==> images/m2.png <==
The bar under the picture is 20 um long. Cells faint in the background.
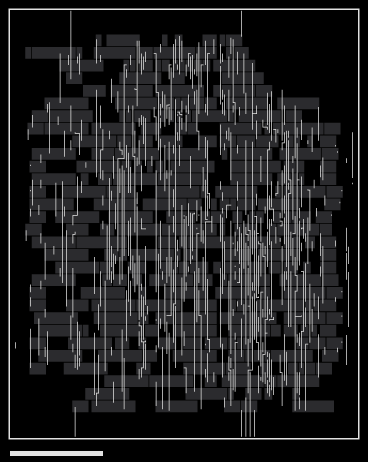
==> images/m1.png <==
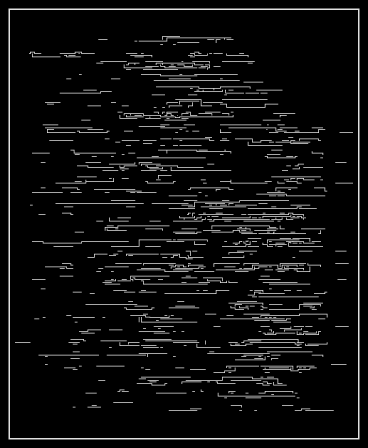
[config.mk]
export PLATFORM = sky130hd
export DESIGN_NAME = bcd_key_entry_v
export DESIGN_NICKNAME = d
export VERILOG_FILES = /design/src/rtl/bcd_key_entry_v_pkg.sv /design/src/rtl/bcd_key_entry_v_debounce.sv /design/src/rtl/bcd_key_entry_v.sv
export SDC_FILE = /design/constraint.sdc
export NUM_CORES = 1
export LEC_CHECK = 0
export CAP_MARGIN = 40
export CORE_ASPECT_RATIO = 1.25
export CORE_MARGIN = 3
export CORE_UTILIZATION = 55
export DETAILED_ROUTE_END_ITERATION = 16
export GPL_ROUTABILITY_DRIVEN = 0
export PLACE_DENSITY = 0.84
export SYNTH_ARGS = -nofsm -noshare
export SYNTH_HDL_FRONTEND = slang
export SYNTH_SLANG_ARGS = --single-unit
[constraint.sdc]
create_clock -name CLK -period 2.85 [get_ports CLK]
set_clock_uncertainty 0.2 [all_clocks]
set_input_delay 0.285 -clock CLK [delete_from_list [all_inputs] [get_ports CLK]]
set_output_delay 0.285 -clock CLK [all_outputs]
set_load 0.02 [all_outputs]
[src/rtl/bcd_key_entry_v_pkg.sv]
// bcd_key_entry_v_pkg: shared widths, entry FSM encoding and key priority encoder
package bcd_key_entry_v_pkg;
  localparam int BCD_W = 4;
  localparam int NUM_KEYS = 10;
  localparam int KEY_W = NUM_KEYS + 1;
  typedef enum logic [2:0] {
    S_A1   = 3'd0,
    S_A0   = 3'd1,
    S_B1   = 3'd2,
    S_B0   = 3'd3,
    S_DONE = 3'd4
  } entry_state_t;
  function automatic logic [BCD_W-1:0] top_key(input logic [NUM_KEYS-1:0] k);
    top_key = '0;
    for (int i = 0; i < NUM_KEYS; i++)
      if (k[i]) top_key = BCD_W'(i);
  endfunction
endpackage

[src/rtl/bcd_key_entry_v_debounce.sv]
// key_debounce_v: 2-FF synchroniser, shared stability counter, stable image and rollover-locked press pulse
module key_debounce_v #(
  parameter int DB_CYCLES = 1000,
  parameter int DB_CNT_W  = 10,
  parameter int WIDTH     = 11
) (
  input  logic             clk,
  input  logic             rst,
  input  logic [WIDTH-1:0] raw_i,
  output logic [WIDTH-1:0] stable_o,
  output logic             press_o
);
  localparam logic [DB_CNT_W-1:0] CNT_MAX = DB_CNT_W'(DB_CYCLES - 1);
  logic [WIDTH-1:0] sync1_q, sync2_q, prev_q, stable_q;
  logic [DB_CNT_W-1:0] cnt_q, cnt_d;
  logic sat, armed_q, armed_d, press_q, press_d;
  // armed only after an all-released image is accepted, so a key held through reset or rollover never fires
  always_comb begin
    sat = cnt_q == CNT_MAX;
    cnt_d = sync2_q != prev_q ? '0 : sat ? cnt_q : cnt_q + 1'b1;
    armed_d = sat ? &prev_q : armed_q;
    press_d = sat && armed_q && !(&prev_q);
  end
  always_ff @(posedge clk or posedge rst)
    if (rst) begin
      sync1_q  <= '1;
      sync2_q  <= '1;
      prev_q   <= '1;
      stable_q <= '1;
      cnt_q    <= '0;
      armed_q  <= 1'b0;
      press_q  <= 1'b0;
    end else begin
      sync1_q <= raw_i;
      sync2_q <= sync1_q;
      prev_q  <= sync2_q;
      cnt_q   <= cnt_d;
      if (sat) stable_q <= prev_q;
      armed_q <= armed_d;
      press_q <= press_d;
    end
  assign stable_o = stable_q;
  assign press_o  = press_q;
endmodule

[src/rtl/bcd_key_entry_v.sv]
// bcd_key_entry_v: debounced keypad front end assembling two 2-digit BCD operands for the adder stage
module bcd_key_entry_v
  import bcd_key_entry_v_pkg::*;
#(
  parameter int DB_CYCLES = 1000,
  parameter int DB_CNT_W  = 10
) (
  input  logic                CLK,
  input  logic                CLR,
  input  logic [NUM_KEYS-1:0] KEYn,
  input  logic                EQUALn,
  output logic [7:0]          A_BCD,
  output logic [7:0]          B_BCD,
  output logic [BCD_W-1:0]    DIGIT,
  output logic                DIGIT_STB,
  output logic                OPS_READY,
  output logic                EQ_STB,
  output logic [2:0]          ENTRY_STATE
);
  logic [1:0] rst_q;
  logic rst, press, dig, eq;
  logic [KEY_W-1:0] img;
  logic [NUM_KEYS-1:0] keys;
  logic [BCD_W-1:0] d;
  entry_state_t state_q;
  logic [7:0] a_q, b_q;
  logic [BCD_W-1:0] digit_q;
  logic dstb_q, ops_q, eq_q;
  always_ff @(posedge CLK or posedge CLR)
    if (CLR) rst_q <= 2'b11;
    else rst_q <= {rst_q[0], 1'b0};
  assign rst = rst_q[1];
  key_debounce_v #(
    .DB_CYCLES(DB_CYCLES),
    .DB_CNT_W (DB_CNT_W),
    .WIDTH    (KEY_W)
  ) u_db (
    .clk     (CLK),
    .rst     (rst),
    .raw_i   ({EQUALn, KEYn}),
    .stable_o(img),
    .press_o (press)
  );
  assign keys = ~img[NUM_KEYS-1:0];
  assign d    = top_key(keys);
  assign dig  = press && |keys;
  assign eq   = press && !img[NUM_KEYS] && !dig;
  always_ff @(posedge CLK or posedge rst)
    if (rst) begin
      state_q <= S_A1;
      a_q     <= '0;
      b_q     <= '0;
      digit_q <= '0;
      dstb_q  <= 1'b0;
      ops_q   <= 1'b0;
      eq_q    <= 1'b0;
    end else begin
      dstb_q <= dig;
      eq_q   <= eq && state_q == S_DONE;
      if (dig) begin
        digit_q <= d;
        case (state_q)
          S_A1: begin
            a_q     <= {d, 4'd0};
            state_q <= S_A0;
          end
          S_A0: begin
            a_q[3:0] <= d;
            state_q  <= S_B1;
          end
          S_B1: begin
            b_q     <= {d, 4'd0};
            state_q <= S_B0;
          end
          S_B0: begin
            b_q[3:0] <= d;
            state_q  <= S_DONE;
            ops_q    <= 1'b1;
          end
          default: begin
            a_q     <= {d, 4'd0};
            b_q     <= '0;
            state_q <= S_A0;
            ops_q   <= 1'b0;
          end
        endcase
      end
    end
  assign A_BCD       = a_q;
  assign B_BCD       = b_q;
  assign DIGIT       = digit_q;
  assign DIGIT_STB   = dstb_q;
  assign OPS_READY   = ops_q;
  assign EQ_STB      = eq_q;
  assign ENTRY_STATE = state_q;
endmodule
==> run_results.csv <==
group,metric,value,unit
status,status,"completed",
clock_network,htreeDepth,3,
power_and_ir_drop,power.share.clock,40.8,%
clock_network,cts_setup_buffers,0,
critical_path,critPathLaunchType,"flip-flop",
power_and_ir_drop,seq_cell_power,1250,uW
clock_network,clock_latency,0.34,ns
power_and_ir_drop,cell_internal_pwr,1776,uW
routing,drtIter0Drc,126,
layout,clock_buffer_count,11,
critical_path,crit_type,"flip-flop to output port",
power_and_ir_drop,switchingPower,437.9,uW
layout,seq_cells,84,
logic_synthesis,synthArstFlopShare,100.0,%
logic_synthesis,synth_seq_share,66.03,%
place,hpwlAfterDp,3.736,mm
clock_network,hold_buffers,0,
critical_path,r2r_setup_slack,0.81,ns
final_timing,slew_headroom,61.52,%
routing,wl_met1,2.332,mm
global_route,first_global_vias,2083,
layout,fin_cells,368,
critical_path,reg2reg_to,"A_BCD[7]",
final_timing,period_used_share,76.01,%
routing,vias_per_cell,5.565,
critical_path,end_kind,"output port",
power_and_ir_drop,combPwrFrac,2.5,%
place,pre_cts_slack,0.8163,ns
layout,largest_cell_class,"registers",
power_and_ir_drop,power_density,559.9,mW/mm^2
Back to the opening pictures, m2.png:
The layer holds 52% of the routed length. The layer carries 2880 um of wire. The wires run mostly vertical.

Back to the opening pictures, m1.png:
The layer holds 42% of the routed length. 275 nets have wire on it. The layer carries 2330 um of wire.
WL final: 5.498 mm
met1 Use GR: 21.51%
via count: 2048

[logic make-up after synthesis]
group	share of synthesized area, %
flops	66.03
simple gates	13.20
compound gates	7.881
xor+xnor	4.820
mux	5.700
buf+inv	1.874
fa+ha+maj	0.3825
other cells	0.1147
[sequential cells by signal, indices dropped and copies added (netlist names)]
register       count
u_db.cnt_q        10
u_db.stable_o     11
u_db.sync2_q      11
ENTRY_STATE        3
EQ_STB             1
DIGIT              4
u_db.armed_q       1
A_BCD              8
u_db.sync1_q      11
u_db.press_o       1
u_db.prev_q       11
B_BCD              8
DIGIT_STB          1
rst_q              2
OPS_READY          1
[layout by cell type (no fill, tap or decap), drive strengths merged, types with 2 or more instances in the layout]
cell            n
nand4           4
bufinv          2
nor4            3
xnor2           5
nand2b          5
nor2b           6
o31ai           3
xor2           13
nand3           9
buf             4
o21ai          17
dfstp          46
dfrtp          38
mux2           13
clkdlybuf4s50  38
mux2i           4
nor2           17
a31oi           4
nor3b           2
clkinv          3
inv             7
a21oi           4
nor3            8
nand2          22
o41ai           3
clkbuf         11
[synthesized netlist by cell type, types with 3 or more instances]
cell type / n / share of area (%)
o31ai_1: 3 / 0.69
dfstp_2: 46 / 37
a21oi_1: 4 / 0.61
nand2_1: 22 / 2.5
nor2b_1: 6 / 1.1
o21ai_0: 16 / 2.4
nor3_1: 7 / 1.1
mux2i_1: 4 / 1.2
xor2_1: 13 / 3.5
a31oi_1: 4 / 0.76
clkbuf_1: 5 / 0.57
nand3_1: 9 / 1.4
mux2_2: 11 / 3.8
inv_1: 6 / 0.69
nand2b_1: 5 / 0.96
nor2_1: 17 / 2.0
dfrtp_1: 38 / 29
xnor2_1: 5 / 1.3
